gate_families.png
(3 px per um)
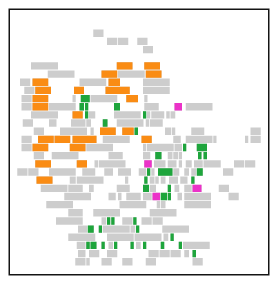
final_clocks.png
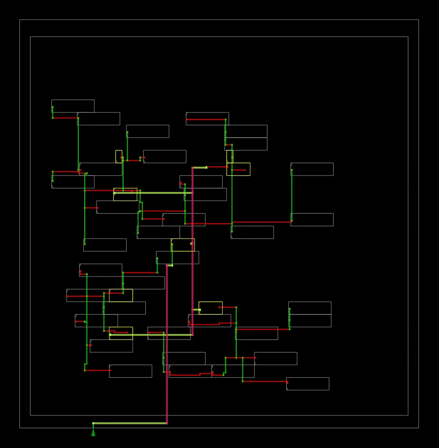
**config.mk**
```make
export PLATFORM = sky130hd
export DESIGN_NAME = i2c_master_ctrl
export DESIGN_NICKNAME = d
export VERILOG_FILES = /design/src/rtl/i2c_pkg.sv /design/src/rtl/i2c_qtick_gen.sv /design/src/rtl/i2c_master_ctrl.sv
export SDC_FILE = /design/constraint.sdc
export NUM_CORES = 1
export LEC_CHECK = 0
export ABC_CLOCK_PERIOD_IN_PS = 3100
export CORE_AREA = 2 2 84 86
export DETAILED_ROUTE_END_ITERATION = 10
export DIE_AREA = 0 0 86 88
export SYNTH_ARGS = -nofsm -noshare
export SYNTH_HDL_FRONTEND = slang
export SYNTH_SLANG_ARGS = --single-unit
```
**constraint.sdc**
```tcl
create_clock -name clk -period 3.1 [get_ports clk]
set_input_delay 0.62 -clock clk [delete_from_list [all_inputs] [get_ports clk]]
set_output_delay 0.62 -clock clk [all_outputs]
set_load 0.05 [all_outputs]
```
**src/rtl/i2c_pkg.sv**
```systemverilog
// Shared types and constants for the single-byte I2C master.
// Bus-level encodings keep ACK/NACK and R/W comparisons readable in the FSM.
package i2c_pkg;

   typedef enum logic [2:0] {
      ST_IDLE     = 3'd0,
      ST_START    = 3'd1,
      ST_ADDR     = 3'd2,
      ST_ADDR_ACK = 3'd3,
      ST_DATA     = 3'd4,
      ST_DATA_ACK = 3'd5,
      ST_STOP     = 3'd6
   } i2c_state_e;

   typedef logic [1:0] quarter_t;

   localparam logic I2C_ACK  = 1'b0;
   localparam logic I2C_NACK = 1'b1;
   localparam logic RW_READ  = 1'b1;
   localparam logic RW_WRITE = 1'b0;

endpackage

```
**src/rtl/i2c_qtick_gen.sv**
```systemverilog
// Quarter-period timebase: one-cycle tick at the last clk of each quarter
// plus a free-running 2-bit quarter index; clear_i restarts both at zero.
module i2c_qtick_gen
   import i2c_pkg::*;
#(
   parameter int CLK_DIV = 4
) (
   input  logic     clk,
   input  logic     rst,
   input  logic     clear_i,
   output logic     tick_o,
   output quarter_t q_o
);

   localparam int CW = $clog2(CLK_DIV);

   logic [CW-1:0] cnt_q, cnt_d;
   quarter_t      q_q, q_d;

   assign tick_o = (cnt_q == CW'(CLK_DIV - 1));
   assign q_o    = q_q;

   always_comb begin
      cnt_d = cnt_q;
      q_d   = q_q;
      if (clear_i) begin
         cnt_d = '0;
         q_d   = '0;
      end else if (tick_o) begin
         cnt_d = '0;
         q_d   = q_q + 2'd1;
      end else begin
         cnt_d = cnt_q + CW'(1);
      end
   end

   always_ff @(posedge clk or posedge rst) begin
      if (rst) begin
         cnt_q <= '0;
         q_q   <= '0;
      end else begin
         cnt_q <= cnt_d;
         q_q   <= q_d;
      end
   end

endmodule

```
**src/rtl/i2c_master_ctrl.sv**
```systemverilog
// Single-byte I2C master: START, address+RW, ACK, one data byte, ACK/NACK, STOP.
// Bus outputs are decoded from registered state so reset forces them idle at once.
module i2c_master_ctrl
   import i2c_pkg::*;
#(
   parameter int CLK_DIV = 4
) (
   input  logic       clk,
   input  logic       rst,
   input  logic       cmd_valid,
   output logic       cmd_ready,
   input  logic       cmd_rw,
   input  logic [6:0] cmd_addr,
   input  logic [7:0] cmd_wdata,
   output logic       rsp_valid,
   output logic       rsp_nack,
   output logic [7:0] rsp_rdata,
   output logic       busy,
   output logic       scl,
   output logic       sda_o,
   output logic       sda_oe,
   input  logic       sda_i,
   output i2c_state_e dbg_state
);

   i2c_state_e state_q, state_d;
   logic [2:0] bit_cnt_q, bit_cnt_d;
   logic [7:0] addr_byte_q, addr_byte_d;
   logic [7:0] wdata_q, wdata_d;
   logic [7:0] rdata_q, rdata_d;
   logic       nack_q, nack_d;
   logic       rsp_valid_q, rsp_valid_d;

   logic       tick;
   quarter_t   q;
   logic       accept;
   logic       bit_end;
   logic       sample;

   // Command handshake: a transfer happens in any cycle where cmd_valid and
   // cmd_ready are both high; cmd_ready is high exactly while IDLE, and the
   // command fields are captured in that cycle and never looked at again.
   assign accept    = cmd_valid && (state_q == ST_IDLE);
   assign cmd_ready = (state_q == ST_IDLE);
   assign busy      = (state_q != ST_IDLE);
   assign rsp_valid = rsp_valid_q;
   assign rsp_nack  = nack_q;
   assign rsp_rdata = rdata_q;
   assign dbg_state = state_q;
   assign bit_end   = tick && (q == 2'd3);
   assign sample    = tick && (q == 2'd2);

   i2c_qtick_gen #(.CLK_DIV(CLK_DIV)) u_qtick (
      .clk     (clk),
      .rst     (rst),
      .clear_i (accept),
      .tick_o  (tick),
      .q_o     (q)
   );

   always_comb begin
      state_d     = state_q;
      bit_cnt_d   = bit_cnt_q;
      addr_byte_d = addr_byte_q;
      wdata_d     = wdata_q;
      rdata_d     = rdata_q;
      nack_d      = nack_q;
      rsp_valid_d = 1'b0;
      scl         = 1'b1;
      sda_oe      = 1'b0;
      sda_o       = 1'b0;
      case (state_q)
         ST_IDLE: begin
            if (cmd_valid) begin
               state_d     = ST_START;
               addr_byte_d = {cmd_addr, cmd_rw};
               wdata_d     = cmd_wdata;
               rdata_d     = '0;
               nack_d      = 1'b0;
            end
         end
         ST_START: begin
            sda_oe = q[1];
            if (bit_end) begin
               state_d   = ST_ADDR;
               bit_cnt_d = 3'd7;
            end
         end
         ST_ADDR: begin
            scl    = q[1];
            sda_oe = 1'b1;
            sda_o  = addr_byte_q[bit_cnt_q];
            if (bit_end) begin
               if (bit_cnt_q == 3'd0) state_d = ST_ADDR_ACK;
               else bit_cnt_d = bit_cnt_q - 3'd1;
            end
         end
         ST_ADDR_ACK: begin
            scl = q[1];
            if (sample && (sda_i != I2C_ACK)) nack_d = 1'b1;
            if (bit_end) begin
               state_d   = nack_q ? ST_STOP : ST_DATA;
               bit_cnt_d = 3'd7;
            end
         end
         ST_DATA: begin
            scl = q[1];
            // Read data is shifted in MSB first; the master only drives on writes.
            if (addr_byte_q[0] == RW_READ) begin
               if (sample) rdata_d = {rdata_q[6:0], sda_i};
            end else begin
               sda_oe = 1'b1;
               sda_o  = wdata_q[bit_cnt_q];
            end
            if (bit_end) begin
               if (bit_cnt_q == 3'd0) state_d = ST_DATA_ACK;
               else bit_cnt_d = bit_cnt_q - 3'd1;
            end
         end
         ST_DATA_ACK: begin
            scl = q[1];
            if (sample && (addr_byte_q[0] == RW_WRITE) && (sda_i == I2C_NACK)) nack_d = 1'b1;
            if (bit_end) state_d = ST_STOP;
         end
         ST_STOP: begin
            scl = q[1];
            if (q != 2'd3) sda_oe = 1'b1;
            if (bit_end) begin
               state_d     = ST_IDLE;
               rsp_valid_d = 1'b1;
            end
         end
         default: state_d = ST_IDLE;
      endcase
   end

   always_ff @(posedge clk or posedge rst) begin
      if (rst) begin
         state_q     <= ST_IDLE;
         bit_cnt_q   <= '0;
         addr_byte_q <= '0;
         wdata_q     <= '0;
         rdata_q     <= '0;
         nack_q      <= 1'b0;
         rsp_valid_q <= 1'b0;
      end else begin
         state_q     <= state_d;
         bit_cnt_q   <= bit_cnt_d;
         addr_byte_q <= addr_byte_d;
         wdata_q     <= wdata_d;
         rdata_q     <= rdata_d;
         nack_q      <= nack_d;
         rsp_valid_q <= rsp_valid_d;
      end
   end

endmodule

```
==> flow_summary.yaml <==
# implementation run metrics
floorplan:
  die_y_um: 88
  placeableCoreArea_sq_um: 6640
  chip_width_um: 86
  initCoreUtil_pct: 29.2
  floorplan.die_area_sq_um: 7570
  std_cell_rows: 30
  io_pins: 38
logic_synthesis:
  synth-seq-area-share_pct: 46.5
  synth-edff-count: 0
  ys_top_cells_by_area: "sky130_fd_sc_hd__dfrtp_1, sky130_fd_sc_hd__mux2_4, sky130_fd_sc_hd__nand2_1"
  top_area_cell: "sky130_fd_sc_hd__dfrtp_1"
  synth-area-yosys_sq_um: 1940
  syn-cell-area_sq_um: 1940
  top_cells_by_count: "sky130_fd_sc_hd__dfrtp_1, sky130_fd_sc_hd__nand2_1, sky130_fd_sc_hd__mux2_4, sky130_fd_sc_hd__nor2_1"
  ys_cells: 174
  yosys_most_used_dff: "sky130_fd_sc_hd__dfrtp_1"
  avgSynthCellArea_sq_um: 11.1
  syn-num-nets: 199
  synthesis.instances: 174
  ys_async_sr_fraction_pct: 100
  netlist-cell-type-count: 45
  yosysMostFrequentCell: "sky130_fd_sc_hd__dfrtp_1"
  yosys_warnings: 0
  postSynthRegisterBits: 36
  synth_top_area_share_pct: 46.5
pwr:
  power_leakage_nw: 1.05
  power_density_nw_per_um2: 348
  ir_drop_mv: 0.182
cts:
  cts.repair_timing.setup_buffer_count: 0
  clk_transition_reported_paths_ns: 0.07
  cts_max_level: 2
  cts-root-to-sink-buffers: 2
  postCtsResizedCells: 0
  cts_made_buffers: 5
  tritoncts: "yes"
  clock_root_cell: "sky130_fd_sc_hd__clkbuf_8"
  holdBufCountCts: 0
cells_and_area:
  area.growth.synth_to_final_pct: 25.6
  antennaDiodeCount: 0
  register_area_sq_um: 901
  fillCellCount: 671
  fraction_of_final_layout_cells_with_drive_strength_greater_than_1_pct: 19.0
  stdcell_area_sq_um: 2430
  logic_area_sq_um: 930
  fin_nets: 235
timing:
  rsz0062_at_grt: "false"
  fmax_mhz: 346
  tns_ns: 0
  final.period_utilization_pct: 93.3
  setup_viol: 0
  relSlewSlack_pct: 63.7
  hold_ws_ns: 0.447
  period_needed_ns: 2.89
  finalHoldViolCount: 0
  slew_violations: 0
  worst-slew-pin-transition_ns: 0.545
grt:
  grt_pass1_vias: 1366
  grt_start_max_net_pins: 37
  grt_remaining_overflow: 0
  grt_first_pass_wirelength_mm: 6.39
  grt_antenna_before_repair: 0
  groute.usage.overall_pct: 10.9
run_status:
  run_status: "completed"
detailed_routing:
  first_iter_violations: 67
  remaining_drc_errors: 0
  detailedRoute.firstPassIterationCount: 4
  via_count: 1345
  avgViaCountPerCell: 4.62
  routed_wirelength_mm: 3.76
  route.detailed.wl_per_inst_um: 12.9
  final_antenna_net_count: 0
place:
  placement.cell_area_sq_um: 2340
  numPortBuffers: 37
  place_hpwl_mm: 2.67
  gp_congestion: 0.754
worst_setup_path:
  timing.critical_path.from_type: "flip-flop"
  worstSetupPathType: "flip-flop to output port"
  timing.critical_path.required_ns: 2.48
  worst-endpoint-arrival_ns: 2.27
  worst_setup_path_end_kind: "output port"
  setup.reg_to_reg.worst_slack_ns: 1.26
  crit_fanout: 15
min_path:
  hold_path.class: "flip-flop to flip-flop"
flow_run:
  openroad.warnings: 28
  drv.max_cap_violation_count: 0
About gate_families.png:
| color | family | cells |
|---|---|---|
| green | NAND gates | 38 |
| orange | multiplexers | 24 |
| magenta | AND-OR and OR-AND gates | 4 |
logic gate fraction of the total cell area: 38.2%
count of placed standard cells in the final layout, fillers left out: 291

About final_clocks.png:
Latency at later pin: 0.28 ns
clock network power: 0.343 mW
count of clock tree sinks: 36
Post-Route Skew: 0.00773 ns

[where the power goes]
| part | internal [mW] | total [mW] | switching (mW) |
|---|---|---|---|
| logic | 0.0224 | 0.0356 | 0.0132 |
| clock network | 0.181 | 0.343 | 0.161 |
| registers | 0.469 | 0.469 | 0 |
[through the flow]
step	util [%]	worst slack, ns	instances	power, mW
2_1_floorplan	-	0.422	174	0.486
3_3_place_gp	35.3	0.512	283	0.515
3_5_place_dp	35.3	0.499	283	0.515
4_1_cts	36.6	0.182	291	0.862
5_1_grt	36.6	0.0618	291	0.883
6_report	36.6	0.209	291	0.848
[flip-flops by register name, indices dropped and copies added, names as in the netlist]
register,count
dbg_state,3
u_qtick.cnt_q,2
rsp_rdata,8
u_qtick.q_o,2
rsp_nack,1
rsp_valid,1
wdata_q,8
bit_cnt_q,3
addr_byte_q,8
[worst max-delay path, cell delays in order (launching register included)]
cell	delay (ns)
sky130_fd_sc_hd__dfrtp_1	0.68
sky130_fd_sc_hd__nand2b_4	0.13
sky130_fd_sc_hd__nor2_1	0.11
sky130_fd_sc_hd__a21oi_1	0.05
sky130_fd_sc_hd__o22ai_1	0.18
sky130_fd_sc_hd__clkdlybuf4s50_1	0.84
[cells by family (layout without fill, tap and decap cells)]
logic type	Yosys count	count (layout)	synth area share, %
compound gates	29	29	9.75
xor+xnor	1	1	0.452
fa+ha+maj	5	5	3.23
buf+inv	18	55	5.49
flops	36	36	46.5
mux	24	24	17.8
simple gates	61	61	16.8
[routing by layer]
metal	track usage (%)	share of wire (%)
met3	3.02	4.2
met2	16.0	45
met4	4.76	1.9
met5	0	0
met1	15.1	49
[cell usage in the layout (no fill, tap or decap), types with 3 or more instances in the layout]
master	instances
sky130_fd_sc_hd__clkbuf_8	6
sky130_fd_sc_hd__ha_1	5
sky130_fd_sc_hd__a211oi_1	3
sky130_fd_sc_hd__nand2_1	26
sky130_fd_sc_hd__mux2_4	15
sky130_fd_sc_hd__dfrtp_1	36
sky130_fd_sc_hd__inv_1	8
sky130_fd_sc_hd__nand2b_1	4
sky130_fd_sc_hd__nor2b_1	3
sky130_fd_sc_hd__a21oi_1	3
sky130_fd_sc_hd__nor3_1	3
sky130_fd_sc_hd__buf_4	3
sky130_fd_sc_hd__mux2i_1	4
sky130_fd_sc_hd__o21ai_1	8
sky130_fd_sc_hd__clkdlybuf4s50_1	36
sky130_fd_sc_hd__o21ai_0	4
sky130_fd_sc_hd__nor2_1	9
[path summary, 6_finish.rpt]
kind                                  start  cells past startpoint               end
max reg2reg                    dbg_state[0]                      4    addr_byte_q[7]
min                        u_qtick.cnt_q[0]                      1  u_qtick.cnt_q[0]
max in group asynchronous               rst                      3    u_qtick.q_o[0]
max                            dbg_state[2]                      5            sda_oe
min in group asynchronous               rst                      3    u_qtick.q_o[1]
min reg2reg                u_qtick.cnt_q[0]                      1  u_qtick.cnt_q[0]
[cell type report]
class	instances	share of cell area (%)
Inverter	8	1.23
Tap cell	80	4.11
Multi-Input combinational cell	120	38.2
Sequential cell	36	37.0
Clock buffer	8	3.70
Timing Repair Buffer	39	15.7
Power figures rest on the tool's default switching activity, not on a simulated workload.
